==> run_1/clock_nets.png <==
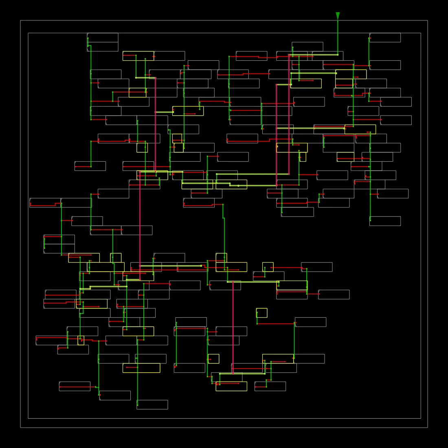
==> run_1/class_map.png <==
Drawn at 3 px/um. Fill, decap, tap and diode cells in gray.
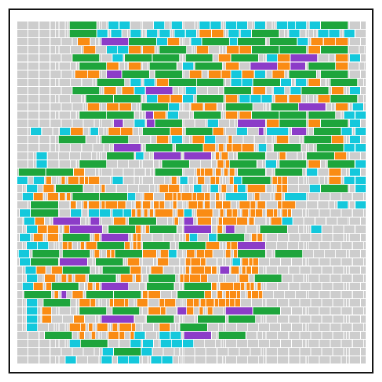
==> run_1/clock_wires.png <==
Drawn at 4 px/um.
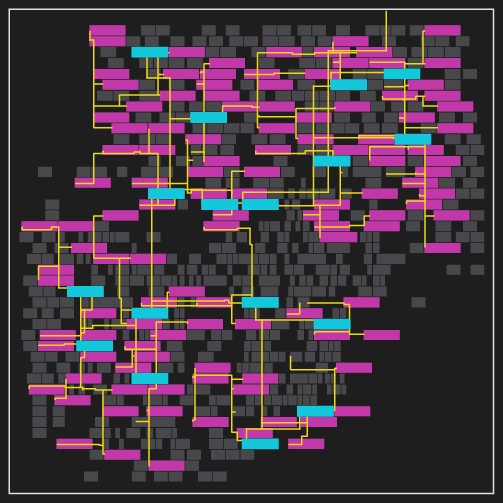
### src/rtl/bus_loader_if.sv
// UART-stream and dmem-bus signal bundle for the byte-driven bus loader.
// Latency: n/a (wires only).
// Backpressure: rx/tx use valid/ready; the bus uses valid/ready with a bounded wait.
// master: the loader itself. slave: the UART endpoints, bus responder and status observer.
interface bus_loader_if;
    logic        rx_valid;
    logic        rx_ready;
    logic [7:0]  rx_data;
    logic        tx_valid;
    logic        tx_ready;
    logic [7:0]  tx_data;
    logic        bus_valid;
    logic        bus_ready;
    logic [31:0] bus_addr;
    logic [3:0]  bus_wmask;
    logic [31:0] bus_wdata;
    logic [31:0] bus_rdata;
    logic        busy;
    logic        err;

    modport master (
        input  rx_valid, rx_data, tx_ready, bus_ready, bus_rdata,
        output rx_ready, tx_valid, tx_data, bus_valid, bus_addr, bus_wmask, bus_wdata,
               busy, err
    );

    modport slave (
        output rx_valid, rx_data, tx_ready, bus_ready, bus_rdata,
        input  rx_ready, tx_valid, tx_data, bus_valid, bus_addr, bus_wmask, bus_wdata,
               busy, err
    );
endinterface

### src/rtl/bus_loader.sv
// Byte-stream command interpreter driving word reads/writes on the dmem valid/ready bus.
// Latency: one cycle per rx byte, bus wait + 1 cycle (read adds RDLAT), then one cycle per tx byte.
// Backpressure: rx_ready only while collecting a command; tx held until accepted; bus abandoned after TIMEOUT cycles.
// Ports: clk, reset (async active-low), lb (rx stream in, tx stream out, bus master, busy/err status).
module bus_loader #(
    parameter int TIMEOUT = 1024
) (
    input  logic         clk,
    input  logic         reset,
    bus_loader_if.master lb
);
    localparam int             TW       = (TIMEOUT > 2) ? $clog2(TIMEOUT) : 1;
    localparam logic [TW-1:0]  TMO_LAST = TW'(TIMEOUT - 1);
    localparam logic [7:0]     OP_W     = 8'h57;
    localparam logic [7:0]     OP_R     = 8'h52;
    localparam logic [7:0]     RSP_K    = 8'h4B;
    localparam logic [7:0]     RSP_E    = 8'h45;
    localparam logic [7:0]     RSP_Q    = 8'h3F;

    typedef enum logic [2:0] {S_OP, S_ADDR, S_DATA, S_BUS, S_RDLAT, S_RESP} state_t;

    state_t         r_state;
    logic           r_is_wr;
    logic [1:0]     r_cnt;
    logic [1:0]     r_left;     // remaining response bytes after the one on tx_data
    logic [TW-1:0]  r_tmo;
    logic [31:0]    r_resp;
    logic           r_rx_ready;
    logic           r_tx_valid;
    logic [7:0]     r_tx_data;
    logic           r_bus_valid;
    logic [31:0]    r_addr;
    logic [3:0]     r_wmask;
    logic [31:0]    r_wdata;
    logic           r_busy;
    logic           r_err;

    logic w_rx_fire;
    logic w_tx_fire;

    assign w_rx_fire = lb.rx_valid && r_rx_ready;
    assign w_tx_fire = r_tx_valid && lb.tx_ready;

    always_ff @(posedge clk or negedge reset) begin
        if (!reset) begin
            r_state     <= S_OP;
            r_is_wr     <= 1'b0;
            r_cnt       <= 2'd0;
            r_left      <= 2'd0;
            r_tmo       <= '0;
            r_resp      <= 32'd0;
            r_rx_ready  <= 1'b1;
            r_tx_valid  <= 1'b0;
            r_tx_data   <= 8'd0;
            r_bus_valid <= 1'b0;
            r_addr      <= 32'd0;
            r_wmask     <= 4'h0;
            r_wdata     <= 32'd0;
            r_busy      <= 1'b0;
            r_err       <= 1'b0;
        end else begin
            case (r_state)
                S_OP: begin
                    if (w_rx_fire) begin
                        r_busy <= 1'b1;
                        r_cnt  <= 2'd0;
                        if (lb.rx_data == OP_W || lb.rx_data == OP_R) begin
                            r_is_wr <= (lb.rx_data == OP_W);
                            r_wmask <= (lb.rx_data == OP_W) ? 4'hf : 4'h0;
                            r_state <= S_ADDR;
                        end else begin
                            r_err      <= 1'b1;
                            r_rx_ready <= 1'b0;
                            r_tx_valid <= 1'b1;
                            r_tx_data  <= RSP_Q;
                            r_left     <= 2'd0;
                            r_state    <= S_RESP;
                        end
                    end
                end
                S_ADDR: begin
                    if (w_rx_fire) begin
                        // LSB arrives first, so shift in from the top.
                        r_addr <= {lb.rx_data, r_addr[31:8]};
                        r_cnt  <= r_cnt + 2'd1;
                        if (r_cnt == 2'd3) begin
                            if (r_is_wr) begin
                                r_state <= S_DATA;
                            end else begin
                                r_rx_ready  <= 1'b0;
                                r_bus_valid <= 1'b1;
                                r_tmo       <= '0;
                                r_state     <= S_BUS;
                            end
                        end
                    end
                end
                S_DATA: begin
                    if (w_rx_fire) begin
                        r_wdata <= {lb.rx_data, r_wdata[31:8]};
                        r_cnt   <= r_cnt + 2'd1;
                        if (r_cnt == 2'd3) begin
                            r_rx_ready  <= 1'b0;
                            r_bus_valid <= 1'b1;
                            r_tmo       <= '0;
                            r_state     <= S_BUS;
                        end
                    end
                end
                S_BUS: begin
                    // Ready on the terminal-count cycle still wins over the timeout.
                    if (lb.bus_ready) begin
                        r_bus_valid <= 1'b0;
                        if (r_is_wr) begin
                            r_tx_valid <= 1'b1;
                            r_tx_data  <= RSP_K;
                            r_left     <= 2'd0;
                            r_state    <= S_RESP;
                        end else begin
                            r_state <= S_RDLAT;
                        end
                    end else if (r_tmo == TMO_LAST) begin
                        r_bus_valid <= 1'b0;
                        r_err       <= 1'b1;
                        r_tx_valid  <= 1'b1;
                        r_tx_data   <= RSP_E;
                        r_left      <= 2'd0;
                        r_state     <= S_RESP;
                    end else begin
                        r_tmo <= r_tmo + TW'(1);
                    end
                end
                S_RDLAT: begin
                    // Responder presents read data one cycle after the handshake.
                    r_resp     <= lb.bus_rdata;
                    r_tx_data  <= lb.bus_rdata[7:0];
                    r_tx_valid <= 1'b1;
                    r_left     <= 2'd3;
                    r_state    <= S_RESP;
                end
                S_RESP: begin
                    if (w_tx_fire) begin
                        if (r_left == 2'd0) begin
                            r_tx_valid <= 1'b0;
                            r_rx_ready <= 1'b1;
                            r_busy     <= 1'b0;
                            r_state    <= S_OP;
                        end else begin
                            r_tx_data <= r_resp[15:8];
                            r_resp    <= {8'h00, r_resp[31:8]};
                            r_left    <= r_left - 2'd1;
                        end
                    end
                end
                default: begin
                    r_state    <= S_OP;
                    r_rx_ready <= 1'b1;
                    r_busy     <= 1'b0;
                end
            endcase
        end
    end

    assign lb.rx_ready  = r_rx_ready;
    assign lb.tx_valid  = r_tx_valid;
    assign lb.tx_data   = r_tx_data;
    assign lb.bus_valid = r_bus_valid;
    assign lb.bus_addr  = r_addr;
    assign lb.bus_wmask = r_wmask;
    assign lb.bus_wdata = r_wdata;
    assign lb.busy      = r_busy;
    assign lb.err       = r_err;
endmodule

### src/flat_wrapper.sv
// flat-port wrapper written by rule: the top's interface ports become plain ports
module bus_loader_flat 
#(
    parameter int TIMEOUT = 1024
)
  (clk, reset, lb_rx_valid, lb_rx_data, lb_tx_ready, lb_bus_ready, lb_bus_rdata, lb_rx_ready, lb_tx_valid, lb_tx_data, lb_bus_valid, lb_bus_addr, lb_bus_wmask, lb_bus_wdata, lb_busy, lb_err);
  bus_loader_if lb_i ();
  input  logic clk;
  input  logic reset;
  input wire logic [$bits(lb_i.rx_valid)-1:0] lb_rx_valid;
  input wire logic [$bits(lb_i.rx_data)-1:0] lb_rx_data;
  input wire logic [$bits(lb_i.tx_ready)-1:0] lb_tx_ready;
  input wire logic [$bits(lb_i.bus_ready)-1:0] lb_bus_ready;
  input wire logic [$bits(lb_i.bus_rdata)-1:0] lb_bus_rdata;
  output wire logic [$bits(lb_i.rx_ready)-1:0] lb_rx_ready;
  output wire logic [$bits(lb_i.tx_valid)-1:0] lb_tx_valid;
  output wire logic [$bits(lb_i.tx_data)-1:0] lb_tx_data;
  output wire logic [$bits(lb_i.bus_valid)-1:0] lb_bus_valid;
  output wire logic [$bits(lb_i.bus_addr)-1:0] lb_bus_addr;
  output wire logic [$bits(lb_i.bus_wmask)-1:0] lb_bus_wmask;
  output wire logic [$bits(lb_i.bus_wdata)-1:0] lb_bus_wdata;
  output wire logic [$bits(lb_i.busy)-1:0] lb_busy;
  output wire logic [$bits(lb_i.err)-1:0] lb_err;
  assign lb_i.rx_valid = lb_rx_valid;
  assign lb_i.rx_data = lb_rx_data;
  assign lb_i.tx_ready = lb_tx_ready;
  assign lb_i.bus_ready = lb_bus_ready;
  assign lb_i.bus_rdata = lb_bus_rdata;
  assign lb_rx_ready = lb_i.rx_ready;
  assign lb_tx_valid = lb_i.tx_valid;
  assign lb_tx_data = lb_i.tx_data;
  assign lb_bus_valid = lb_i.bus_valid;
  assign lb_bus_addr = lb_i.bus_addr;
  assign lb_bus_wmask = lb_i.bus_wmask;
  assign lb_bus_wdata = lb_i.bus_wdata;
  assign lb_busy = lb_i.busy;
  assign lb_err = lb_i.err;
  bus_loader #(.TIMEOUT(TIMEOUT)) u_core (.clk(clk), .reset(reset), .lb(lb_i));
endmodule
### config.mk
export PLATFORM = sky130hd
export DESIGN_NAME = bus_loader_flat
export DESIGN_NICKNAME = d
export VERILOG_FILES = /design/src/rtl/bus_loader_if.sv /design/src/rtl/bus_loader.sv /design/src/flat_wrapper.sv
export SDC_FILE = /design/constraint.sdc
export NUM_CORES = 1
export LEC_CHECK = 0
export CAP_MARGIN = 20
export CELL_PAD_IN_SITES_DETAIL_PLACEMENT = 0
export CELL_PAD_IN_SITES_GLOBAL_PLACEMENT = 1
export CORE_MARGIN = 2
export CORE_UTILIZATION = 39
export DETAILED_ROUTE_END_ITERATION = 8
export PLACE_DENSITY = 0.89
export SLEW_MARGIN = 20
export SYNTH_ARGS = -nofsm -noshare
export SYNTH_HDL_FRONTEND = slang
export SYNTH_SLANG_ARGS = --single-unit
### constraint.sdc
create_clock -name clk -period 2.3 [get_ports clk]
set_input_delay 0.23 -clock clk [delete_from_list [all_inputs] [get_ports clk]]
set_output_delay 0.23 -clock clk [all_outputs]
set_load 0.01 [all_outputs]
==> flow_metrics.env, run 1 <==
# source this file to load flow results
export IMPL_pg_seq_mw=3.51
export IMPL_timing_hold_ws_ns=0.339
export IMPL_fp_util_pct=39.9
export IMPL_adder_share_pct=0.707
export IMPL_outcome="finished, final reports clean"
export IMPL_top_cell="dfrtp_1"
export IMPL_antenna_found_initial=0
export IMPL_place_congestion=0.874
export IMPL_buffers=145
export IMPL_grt_pass1_wl_um=19900
export IMPL_seq_share_pct=40.0
export IMPL_fin_nets=625
export IMPL_ys_ff=119
export IMPL_synthSimpleGateAreaFrac_pct=9.21
export IMPL_dieWidth_um=121
export IMPL_use_met1_pct=22.0
export IMPL_crit_buf_inv=0
export IMPL_syn_inst=437
export IMPL_ys_sh_mux_pct=20.5
export IMPL_leakage_nw=3.32
export IMPL_crit_path_max_fanout=15
export IMPL_clock_path_buffers=2
export IMPL_rows=42
export IMPL_vias=3863
export IMPL_clk_share_pct=8.12
export IMPL_fmax_mhz=498
export IMPL_hold_path_class="in2async"
export IMPL_min_period_ns=2.01
export IMPL_synth_warnings=0
export IMPL_slew_headroom_pct=63.3
export IMPL_portBuffers=125
export IMPL_ys_types=52
export IMPL_async_reset_ff_share_pct=100
export IMPL_ant_nets=0
export IMPL_setup_tns_ns=0
export IMPL_r2r_start="u_core.r_state[1]"
export IMPL_ir_worst_vdd_uv=671
Notes on clock_nets.png above:
CLK BUF: 20
Late-Pin Clk Latency: 0.42 ns
Num CTS Buffers: 17

Notes on class_map.png above:
[orange] remaining logic cells | cells: 294
[green] sequential cells | cells: 119
[purple] clock drivers and dummy loads | cells: 32
[cyan] remaining buffers and delay cells | cells: 145
final instance area: 7440 um2
Placeable Area: 13300 um2
fin util: 56.0%

Notes on clock_wires.png above:
[yellow] clock wires | length: 1510 um
[cyan] clock-net drivers | count: 17
[magenta] flip-flops | count: 119
flops lie: spread over the die
routed clock nets: 18
Clock Power Share: 27.4%
P_clk: 2.67 mW
Worst Clk Skew: 0.00679 ns

==> run_1/closeup.png <==
Region (48, 48) to (73, 73) um. Cells in gray, sequential cells in the stronger gray; small squares are vias.
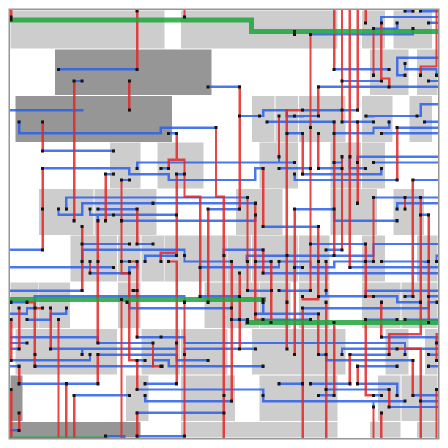

==> run 1 -> run 2 <==
- PLACE_DENSITY: 0.89 -> not set
- PLACE_DENSITY_LB_ADDON: not set -> 0.2
==> run_2/closeup.png <==
Region (48, 48) to (73, 73) um. Cells in gray, sequential cells in the stronger gray; small squares are vias.
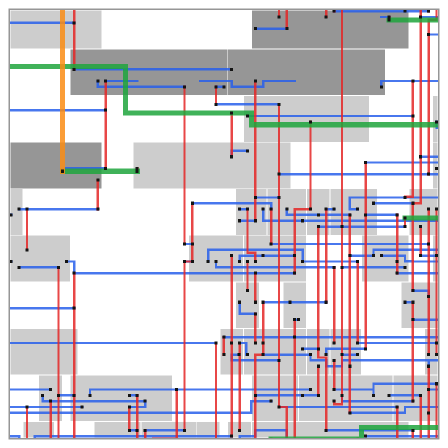
[blue] M1
[green] M3
[orange] M4
[red] M2
netlist names of flops here include: `u_core.r_state` (2)
cells with their middle in the window: 29
most frequent: nand2_1 (4), dfrtp_1 (4), mux2i_1 (3)
sequential cells in the window: 4

==> run_2/clock_nets.png <==
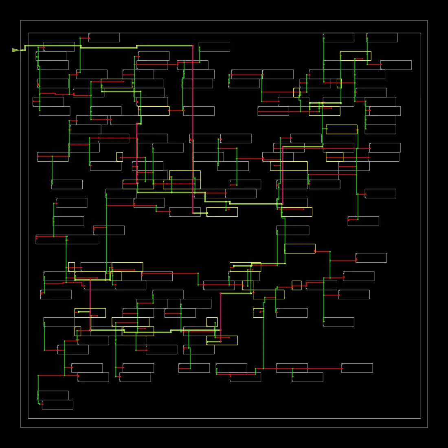
clk sinks: 119
P_clk: 2.65 mW
registers: 119

==> run 2 against run 1 <==
  * Utilization barely moved
  * Sequential share of layout area barely moved
  * Critical endpoint unchanged
  * Largest power group unchanged
  * Hold slack improved by 0.029 ns
==> flow_metrics.env, run 2 <==
# source this file to load flow results
export IMPL_dieWidth_um=121
export IMPL_ys_types=52
export IMPL_fin_nets=622
export IMPL_leakage_nw=3.32
export IMPL_outcome="finished, final reports clean"
export IMPL_ant_nets=0
export IMPL_fin_skew_ns=0.00842
export IMPL_clkPwrFrac_pct=27.1
export IMPL_syn_inst=437
export IMPL_ir_worst_vdd_uv=625
export IMPL_clk_share_pct=7.99
export IMPL_hold_path_class="in2async"
export IMPL_dieHeight_um=121
export IMPL_buffers=142
export IMPL_slew_headroom_pct=57.5
export IMPL_setup_tns_ns=0
export IMPL_synthSimpleGateAreaFrac_pct=9.21
export IMPL_adder_share_pct=0.707
export IMPL_crit_buf_inv=0
export IMPL_dr_wl_met3_um=772
export IMPL_crit_path_max_fanout=16
export IMPL_final_util_pct=56.0
export IMPL_finalWorstSetupSlack_ns=0.271
export IMPL_timing_hold_ws_ns=0.369
export IMPL_synth_warnings=0
export IMPL_ys_ff=119
export IMPL_cp_cell_sequence="and3b_1 -> a221oi_2 -> a21oi_4 -> mux2_2"
export IMPL_pg_seq_mw=3.55
export IMPL_vias=3868
export IMPL_place_congestion=0.800
export IMPL_antenna_found_initial=0
export IMPL_seq_share_pct=40.0
export IMPL_fmax_mhz=493
export IMPL_top_cell="dfrtp_1"
export IMPL_ys_sh_mux_pct=20.5
export IMPL_core_area_um2=13300
export IMPL_portBuffers=125
export IMPL_numCtsBuffers=17
export IMPL_grt_pass1_wl_um=20500
export IMPL_clock_path_buffers=2
export IMPL_finalInstanceArea_um2=7450
export IMPL_async_reset_ff_share_pct=100
export IMPL_r2r_start="u_core.r_state[0]"
export IMPL_min_period_ns=2.03
Power is estimated from default activity; no workload was simulated.
